--- config.mk ---
export PLATFORM = sky130hd
export DESIGN_NAME = tap_window_reader
export DESIGN_NICKNAME = d
export VERILOG_FILES = /design/src/rtl/saf_pkg.sv /design/src/rtl/circ_buf_regs.sv /design/src/rtl/tap_window_reader.sv
export SDC_FILE = /design/constraint.sdc
export NUM_CORES = 1
export LEC_CHECK = 0
export ABC_AREA = 1
export CAP_MARGIN = 30
export CELL_PAD_IN_SITES_DETAIL_PLACEMENT = 1
export CELL_PAD_IN_SITES_GLOBAL_PLACEMENT = 2
export CORE_ASPECT_RATIO = 1.5
export CORE_UTILIZATION = 43
export CTS_BUF_LIST = sky130_fd_sc_hd__clkbuf_8
export DETAILED_ROUTE_END_ITERATION = 6
export HOLD_SLACK_MARGIN = 0.1
export PLACE_DENSITY_LB_ADDON = 0.1
export SLEW_MARGIN = 20
export SYNTH_ARGS = -nofsm -noshare
export SYNTH_HDL_FRONTEND = slang
export SYNTH_SLANG_ARGS = --single-unit
export TNS_END_PERCENT = 50
--- constraint.sdc ---
create_clock -name clk -period 5.5 [get_ports clk]
set_input_delay 1.1 -clock clk [delete_from_list [all_inputs] [get_ports clk]]
set_output_delay 1.1 -clock clk [all_outputs]
set_load 0.01 [all_outputs]
--- src/rtl/saf_pkg.sv ---
// Shared types and pointer helpers for the adaptive-filter sample path.
package saf_pkg;

  typedef enum logic {
    IDLE   = 1'b0,
    STREAM = 1'b1
  } tap_rd_state_t;

  // (ptr - k) mod n, valid for ptr < n and k <= n; n need not be a power of 2.
  function automatic int wrap_dec(input int ptr, input int k, input int n);
    return (ptr >= k) ? (ptr - k) : (ptr + n - k);
  endfunction

endpackage

--- src/rtl/circ_buf_regs.sv ---
// Register-array circular buffer: one write port, one combinational read port,
// whole-array synchronous clear.
module circ_buf_regs #(
  parameter int BITSIZE = 8,
  parameter int N       = 16,
  parameter int AW      = $clog2(N)
) (
  input  logic               clk,
  input  logic               reset,
  input  logic               we,
  input  logic [AW-1:0]      wr_addr,
  input  logic [BITSIZE-1:0] wr_data,
  input  logic [AW-1:0]      rd_addr,
  output logic [BITSIZE-1:0] rd_data
);

  logic [BITSIZE-1:0] mem [N];

  always_ff @(posedge clk) begin
    if (reset) begin
      for (int i = 0; i < N; i++) mem[i] <= '0;
    end else if (we) begin
      mem[wr_addr] <= wr_data;
    end
  end

  assign rd_data = mem[rd_addr];

endmodule

--- src/rtl/tap_window_reader.sv ---
// Streams the N most recent samples, newest first, one per handshake after
// every accepted write.
module tap_window_reader
  import saf_pkg::*;
#(
  parameter int BITSIZE = 8,
  parameter int N       = 16
) (
  input  logic                     clk,
  input  logic                     reset,
  input  logic                     enable,
  input  logic [BITSIZE-1:0]       reg_in,
  output logic                     in_ready,
  output logic [BITSIZE-1:0]       tap_out,
  output logic [$clog2(N)-1:0]     tap_idx,
  output logic                     tap_valid,
  output logic                     tap_last,
  input  logic                     tap_ready,
  output logic                     overrun
);

  localparam int AW = $clog2(N);

  tap_rd_state_t      state, state_n;
  logic [AW-1:0]      wr_ptr, newest, rd_addr;
  logic [BITSIZE-1:0] rd_data;
  logic               wr_acc, xfer;

  // Handshake flags are pure decodes of the state register.
  assign in_ready  = (state == IDLE);
  assign tap_valid = (state == STREAM);
  assign wr_acc    = in_ready && enable;
  assign xfer      = tap_valid && tap_ready;

  // Address of the tap that follows the one currently on tap_out.
  assign rd_addr = AW'(wrap_dec(int'(newest), int'(tap_idx) + 1, N));

  circ_buf_regs #(
    .BITSIZE(BITSIZE),
    .N      (N),
    .AW     (AW)
  ) u_buf (
    .clk    (clk),
    .reset  (reset),
    .we     (wr_acc),
    .wr_addr(wr_ptr),
    .wr_data(reg_in),
    .rd_addr(rd_addr),
    .rd_data(rd_data)
  );

  always_comb begin
    state_n = state;
    case (state)
      IDLE:    if (enable) state_n = STREAM;
      STREAM:  if (tap_ready && tap_last) state_n = IDLE;
      default: state_n = IDLE;
    endcase
  end

  always_ff @(posedge clk) begin
    if (reset) begin
      state    <= IDLE;
      wr_ptr   <= '0;
      newest   <= '0;
      tap_out  <= '0;
      tap_idx  <= '0;
      tap_last <= 1'b0;
      overrun  <= 1'b0;
    end else begin
      state <= state_n;
      if (enable && !in_ready) overrun <= 1'b1;
      if (wr_acc) begin
        wr_ptr   <= (wr_ptr == AW'(N - 1)) ? '0 : wr_ptr + AW'(1);
        newest   <= wr_ptr;
        // Tap 0 is the sample being written, so bypass the array.
        tap_out  <= reg_in;
        tap_idx  <= '0;
        tap_last <= 1'b0;
      end else if (xfer && !tap_last) begin
        tap_out  <= rd_data;
        tap_idx  <= tap_idx + AW'(1);
        tap_last <= (tap_idx == AW'(N - 2));
      end
    end
  end

endmodule

Figure 1. Routing congestion (run 1).
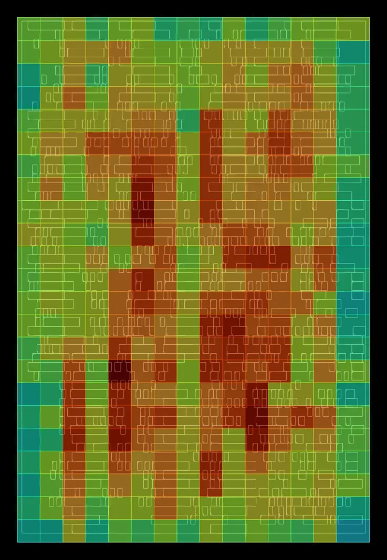
M2 GR Usage: 46.9%
Core Util, Final: 48.6%
per-cell routed wire length: 20.7 um
gr busiest metal: met2

Figure 2. Sequential cells grouped by signal name (run 1).
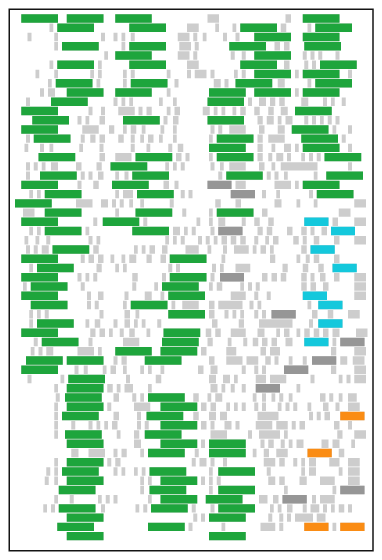
Orange marks tap_idx, sequential cells 4, where south-east. Cyan marks tap_out, sequential cells 8, where east. Green marks u_buf.mem, sequential cells 128, where all over the die.
Sequential Area: 4300 um2
Seq. pwr: 1.30 mW
flop share of the area: 54.9%

Figure 3. Metal 3 (run 1).
Scale bar: 20 um.
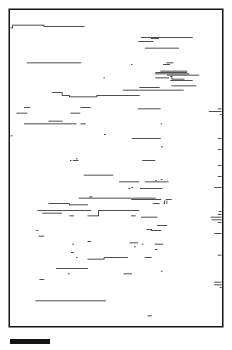
62 nets have wire on it. The layer holds 3.7% of the routed length.
routed wire length: 20,800 um
DR vias: 5,419
met3 Resource Use GR: 5.13%

==> Slide: Implementation Results, run 1 <==
Synthesis and Place & Route Summary

Floorplanning
  • Die Span Y: 159 um
  • IO Count: 28
  • Area of the die: 16,900 um2
  • Row count: 57
  • Core box area: 16,100 um2
  • Fp util: 43.8%
  • Die width: 107 um

Synthesis
  • Post-synth seq share: 61.0%
  • Cells after Synth: 766
  • Synth area leader: edfxtp_1
  • Top-area cell share: 54.5%
  • Registers, synthesis: 151
  • Synthesized area: 7060 um2
  • Synth area leaders: edfxtp_1, nor2_1, nand2_1
  • Number of cells in Yosys stat: 766
  • Post-synth cell types: 28
  • Yosys warns: 0
  • Post-synth EDFFs: 128
  • Synth Flop Type: edfxtp_1
  • Async SR Flop Fraction: 0%
  • Syn Area/Cell: 9.21 um2
  • Top-count cell post-synth: nor2_1
  • Syn Nets: 786
  • Top cells by count, synth: nor2_1, nand2_1, edfxtp_1, nand3_1, o21ai_0
  • Chip Area, Yosys: 7060 um2

Global route
  • GR Overflow Total: 0
  • Vias in the first global route: 5,662
  • Initial antenna violation count: 0
  • First-pass GRT wire length: 32,000 um
  • Largest net degree at the start of global routing: 65
  • Total Routing Usage GR: 26.2%

Drt
  • DRT antenna net count: 0
  • Pre-antenna DRT Iters: 5
  • DRC Markers: 0
  • Via-to-Cell Ratio: 5.41
  • DRT iter0 DRCs: 303

Clock network
  • Clock transition at path regs: 0.09 ns
  • Clk_lat worst skew: 0.46 ns
  • Clock root buffer: clkbuf_8
  • H-tree levels: 4
  • CTS buffer count: 17
  • TritonCTS Sinks: 151
  • Post-CTS sizing: 0
  • # Post-CTS Setup Buffers: 0
  • TritonCTS clock tree: done
  • Max clock buf depth: 2
  • Hold_buf cts: 0

Worst hold path
  • Hold WC Path Type: reg2reg

Setup path
  • Arrival @ worst endpoint: 3.91 ns
  • Worst Path Required: 5.87 ns
  • CP Max Fanout: 33
  • Setup CP Type: reg2reg
  • Type of origin of the critical path: flop
  • CP endpoint kind: flop

Timing
  • Crit path time final: 3.55 ns
  • Clk_skew: 0.0126 ns
  • Worst Tran Pin Value: 0.961 ns
  • Rel. slew slack: 35.6%
  • # setup viols final: 0
  • Fin. Hold Viols: 0
  • Cycle use final: 64.5%
  • Setup TNS: 0 ns
  • Fmax: 282 MHz
  • RSZ-0062 raised after global routing: no
  • Final slew viol count: 0

Layout
  • Area Overhead vs Synth: 11.1%
  • Final instance area: 7840 um2
  • Diodes inserted: 0
  • NumNets Final: 803
  • Fraction of layout cells with a size suffix above 1: 7.55%

Place
  • Hpwl dp: 14,600 um
  • Buffers on Ports: 27
  • Cell Area, Placed: 7470 um2
  • Final GP Congestion: 0.877

Job
  • Log Warnings: 30
  • Max_cap viols: 0

Power and ir drop
  • Leak: 3.11 nW
  • Peak VDD IR: 0.159 mV
  • Pwr Density: 312 nW/um2

Run status
  • Status: finished, final reports clean
==> run 1: worst max-delay path, cell delays in order, from the launching register on <==
cell and delay (ns):
dfxtp_1 0.46, inv_1 0.13, ha_1 0.36, nand2_1 0.15
inv_1 0.05, nor2_1 0.09, ha_1 0.24, buf_4 0.24
inv_1 0.70, o21ai_0 0.32, o22ai_1 0.20, nand2_1 0.13
nand3_1 0.11, nand3_1 0.08, a21oi_1 0.16
==> run 1: metrics by stage <==
| stage | instances | worst slack [ns] | total power [mW] | hold slack (ns) | util, % |
|---|---|---|---|---|---|
| after floorplan | 766 | 3.08 | 1.56 | 0.454 | - |
| after global placement | 968 | 1.66 | 1.69 | 0.462 | 46.2 |
| after detailed placement | 969 | 1.63 | 1.70 | 0.484 | 46.4 |
| after CTS | 1000 | 1.98 | 2.45 | 0.502 | 48.5 |
| after global routing | 1001 | 1.68 | 2.54 | 0.535 | 48.6 |
| final | 1001 | 1.95 | 2.44 | 0.503 | 48.6 |
==> run 1: state kept, by name, summed over array words and instances (netlist names) <==
signal / cells
tap_out: 8
newest: 4
overrun: 1
u_buf.mem: 128
tap_valid: 1
tap_idx: 4
wr_ptr: 4
tap_last: 1
==> run 1: cells in the final DEF (no fill, tap or decap), types with 2 or more instances in the layout <==
master	n
nand2_2	19
clkinv_2	3
nand2_1	166
nand3_2	3
o22ai_1	18
buf_4	3
clkdlybuf4s50_1	27
inv_6	2
inv_1	35
edfxtp_1	128
a31oi_1	3
nand3_1	72
clkbuf_8	17
o21ai_0	44
nor3_1	2
dfxtp_1	23
nand3_4	2
nand4_1	2
nor2_1	178
clkinv_4	3
a21oi_1	12
ha_1	7
clkinv_1	11
o21ai_1	5
==> run 1: cell families after synthesis <==
family | after synthesis | share of synthesized area [%]
compound gates | 84 | 6.42
fa+ha+maj | 8 | 1.42
buf+inv | 78 | 4.68
flops | 151 | 61.0
simple gates | 445 | 26.5
==> run 1: where the power goes <==
part / internal [mW] / leakage (nW) / switching, mW / total [mW]
sequential: 1.28 / 1.51 / 0.0205 / 1.30
combinational: 0.111 / 1.42 / 0.262 / 0.373
clock: 0.350 / 0.183 / 0.417 / 0.767
==> run 1: area by class of cell <==
type,instances,area (um2)
sequential,151,4300
clock buffer,17,234
fill,1857,8280
timing repair buffer,32,340
multi-input combinational,537,2420
tap,206,258
inverter,44,168
clock inverter,14,111
==> run 1: per-layer routing <==
layer / vias up / GRT usage (%) / share of wire (%) / routed length, um
li1: 2596 / - / - / -
met1: 2625 / 29.2 / 39 / 8010
met2: 142 / 46.9 / 53 / 11000
met3: 56 / 5.13 / 3.7 / 770
met4: 0 / 12.4 / 4.6 / 947
met5: - / 0 / 0 / 0
==> run 1: final timing paths <==
path              cells past startpoint  slack, ns        from    endpoint
setup reg to reg                     14       1.95  tap_idx[0]  tap_out[7]
setup / recovery                     14       1.95  tap_idx[0]  tap_out[7]
hold / removal                        2       0.50   newest[0]   newest[0]
hold reg to reg                       2       0.50   newest[0]   newest[0]
==> run 2: changes to the inputs <==
Settings changed: CORE_UTILIZATION 43 to 36.
Clock period 5.5 ns to 3.1 ns, I/O delays scaled along.
Figure 4. Routing congestion (run 2).
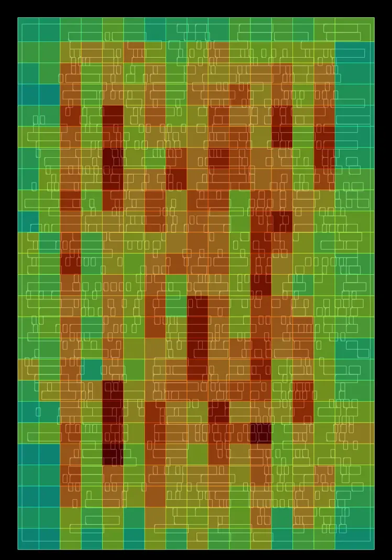
M2 GR Usage: 43.0%
Core Util, Final: 42.3%

==> run 2 against run 1 <==
Against the previous run: flip-flop count is the same; area after synthesis is the same; count of clock-buffer cells in the layout is the same; combinational power grew 82%.
==> Slide: Implementation Results, run 2 <==
Synthesis and Place & Route Summary

Floorplanning
  • Core box area: 19,200 um2 (+19%)
  • Fp util: 36.8% (-7.0 points)
  • Die Span Y: 173 um (+9.2%)
  • Row count: 62 (+8.8%)
  • IO Count: 28 (unchanged)
  • Die width: 116 um (+9.1%)
  • Area of the die: 20,200 um2 (+19%)

Synthesis
  • Post-synth seq share: 61.0% (unchanged)
  • Post-synth EDFFs: 128 (unchanged)
  • Number of cells in Yosys stat: 766 (unchanged)
  • Cells after Synth: 766 (unchanged)
  • Yosys warns: 0 (unchanged)
  • Top-count cell post-synth: nor2_1
  • Syn Nets: 786 (unchanged)
  • Synthesized area: 7060 um2 (unchanged)
  • Async SR Flop Fraction: 0% (unchanged)
  • Syn Area/Cell: 9.21 um2 (unchanged)
  • Top cells by count, synth: nor2_1, nand2_1, edfxtp_1, nand3_1, o21ai_0
  • Chip Area, Yosys: 7060 um2 (unchanged)
  • Synth Flop Type: edfxtp_1
  • Post-synth cell types: 28 (unchanged)
  • Synth area leaders: edfxtp_1, nor2_1, nand2_1
  • Top-area cell share: 54.5% (unchanged)
  • Synth area leader: edfxtp_1
  • Registers, synthesis: 151 (unchanged)

Layout
  • Sequential Area: 4300 um2 (unchanged)
  • Final-layout fill cell count: 2,270 (+22%)
  • Diodes inserted: 0 (unchanged)
  • Max FFs per register: 128 (unchanged)
  • Gate Area: 2420 um2 (unchanged)
  • Largest regs: u_buf.mem (128), tap_out (8)
  • NumNets Final: 824 (+2.6%)
  • Dominant logic cell type in the layout: nor2_1
  • Top cells excl fill/tap: nor2_1, nand2_1, edfxtp_1
  • Area Overhead vs Synth: 15.0%
  • Fraction of layout cells with a size suffix above 1: 10.3% (+2.7 points)
  • Most flop-heavy register: u_buf.mem

Global route
  • GR Overflow Total: 0 (unchanged)
  • Vias in the first global route: 5,876 (+3.8%)
  • Largest net degree at the start of global routing: 65 (unchanged)
  • First-pass GRT wire length: 34,300 um (+7.2%)
  • Initial antenna violation count: 0 (unchanged)
  • Total Routing Usage GR: 24.0% (-2.2 points)

Clock network
  • TritonCTS clock tree: done
  • Clk_lat worst skew: 0.47 ns (about the same)
  • TritonCTS Sinks: 151 (unchanged)
  • Max clock buf depth: 2 (unchanged)
  • CTS buffer count: 17 (unchanged)
  • # Post-CTS Setup Buffers: 0 (unchanged)
  • H-tree levels: 4 (unchanged)
  • Hold_buf cts: 0 (unchanged)
  • Clock transition at path regs: 0.08 ns (about the same)
  • Clock root buffer: clkbuf_8
  • Post-CTS sizing: 0 (unchanged)

Place
  • Hpwl dp: 16,400 um (+12%)
  • Buffers on Ports: 27 (unchanged)
  • Final GP Congestion: 0.824 (-6.0%)

Timing
  • Worst Tran Pin Value: 0.665 ns (-0.295 ns)
  • Fin. Hold Viols: 0 (unchanged)
  • Setup TNS: 0 ns (unchanged)
  • Worst Hold Slack: 0.494 ns (-0.00865 ns)
  • Clk_skew: 0.0104 ns (-0.00222 ns)
  • Final slew viol count: 0 (unchanged)
  • RSZ-0062 raised after global routing: no
  • Crit path time final: 2.80 ns (-0.747 ns)
  • Rel. slew slack: 55.4% (+20 points)
  • # setup viols final: 0 (unchanged)
  • Fmax: 357 MHz (+27%)
  • Cycle use final: 90.3% (+26 points)

Setup path
  • CP endpoint kind: flop
  • CP Max Fanout: 32 (-3.0%)
  • R2r worst-path depth: 13 (-1)
  • Setup CP Type: reg2reg
  • Worst Path Required: 3.50 ns (-2.37 ns)
  • Arrival @ worst endpoint: 3.20 ns (-0.71 ns)
  • Type of origin of the critical path: flop

Power and ir drop
  • Leak: 3.22 nW (+3.6%)
  • Design Power: 4.62 mW (+89%)
  • Peak VDD IR: 0.241 mV (+52%)
  • Pwr Density: 570 nW/um2 (+83%)

Worst hold path
  • Hold path depth: 2 (unchanged)
  • Hold WC Path Type: reg2reg

Job
  • Log Warnings: 30 (unchanged)
  • Max_cap viols: 0 (unchanged)

Drt
  • Via-to-Cell Ratio: 5.13 (-5.3%)
  • Routed wire length: 22,500 um (+8.5%)
  • Per-cell routed wire length: 21.0 um (+1.3%)
  • DRC Markers: 0 (unchanged)
  • DRT antenna net count: 0 (unchanged)
  • Pre-antenna DRT Iters: 4 (-1)
  • DR vias: 5,495 (+1.4%)
  • DRT iter0 DRCs: 238 (-21%)

Run status
  • Status: finished, final reports clean
==> run 2: netlist changes by cell type in the layout (fill, tap and decap cells not counted), sizes merged <==
cell	change
buf	+21
bufinv	+3
clkinv	-4
clkinvlp	+4
inv	-3
==> run 2: stage by stage <==
step / instances / worst slack [ns] / cell area [um2]
floorplan: 766 / 0.707 / 7060
global placement: 1041 / 0.361 / 7690
detailed placement: 1041 / 0.295 / 7690
CTS: 1072 / 0.272 / 8110
global route: 1072 / 0.0901 / 8110
finish: 1072 / 0.302 / 8110
==> run 2: critical path, stage by stage (launching register included) <==
cell and delay, ns:
dfxtp_1 0.43, inv_1 0.11, ha_1 0.34, nand2_1 0.12, inv_1 0.07, nor2_1 0.04, ha_1 0.29, buf_4 0.33
o21ai_0 0.25, o22ai_1 0.26, nand2_1 0.13, nand3_1 0.11, nand3_1 0.08, a21oi_1 0.14
==> run 2: final timing paths <==
kind         slack, ns          to  startpoint
max               0.30  tap_out[4]  tap_idx[0]
min               0.49     overrun     overrun
max reg2reg       0.30  tap_out[4]  tap_idx[0]
min reg2reg       0.49     overrun     overrun
==> run 2: power breakdown <==
part | total [mW] | switching (mW) | leakage, nW | internal (mW)
clock network | 1.63 | 0.770 | 0.201 | 0.863
registers | 2.31 | 0.0364 | 1.51 | 2.28
logic | 0.680 | 0.467 | 1.51 | 0.213
==> run 2: kinds of logic after synthesis <==
| family | Yosys count | synth area share, % |
|---|---|---|
| AND-OR/OR-AND | 84 | 6.42 |
| adder cells (fa/ha/maj) | 8 | 1.42 |
| AND/OR/NAND/NOR | 445 | 26.5 |
| buffers and inverters | 78 | 4.68 |
| flip-flops | 151 | 61.0 |
==> run 2: area by class of cell <==
type | count | area share [%]
Tap cell | 256 | 3.95
Multi-Input combinational cell | 537 | 29.9
Clock inverter | 14 | 2.28
Sequential cell | 151 | 53.0
Timing Repair Buffer | 53 | 5.89
Inverter | 44 | 2.07
Clock buffer | 17 | 2.88
==> run 2: routing by layer <==
| metal | part of all wire (%) | GRT usage [%] |
|---|---|---|
| met2 | 54 | 43.0 |
| met5 | 0 | 0 |
| met1 | 39 | 26.4 |
| met4 | 4.3 | 12.2 |
| met3 | 3.5 | 4.34 |
No activity file was given, so power comes from the tool's default toggle rates.
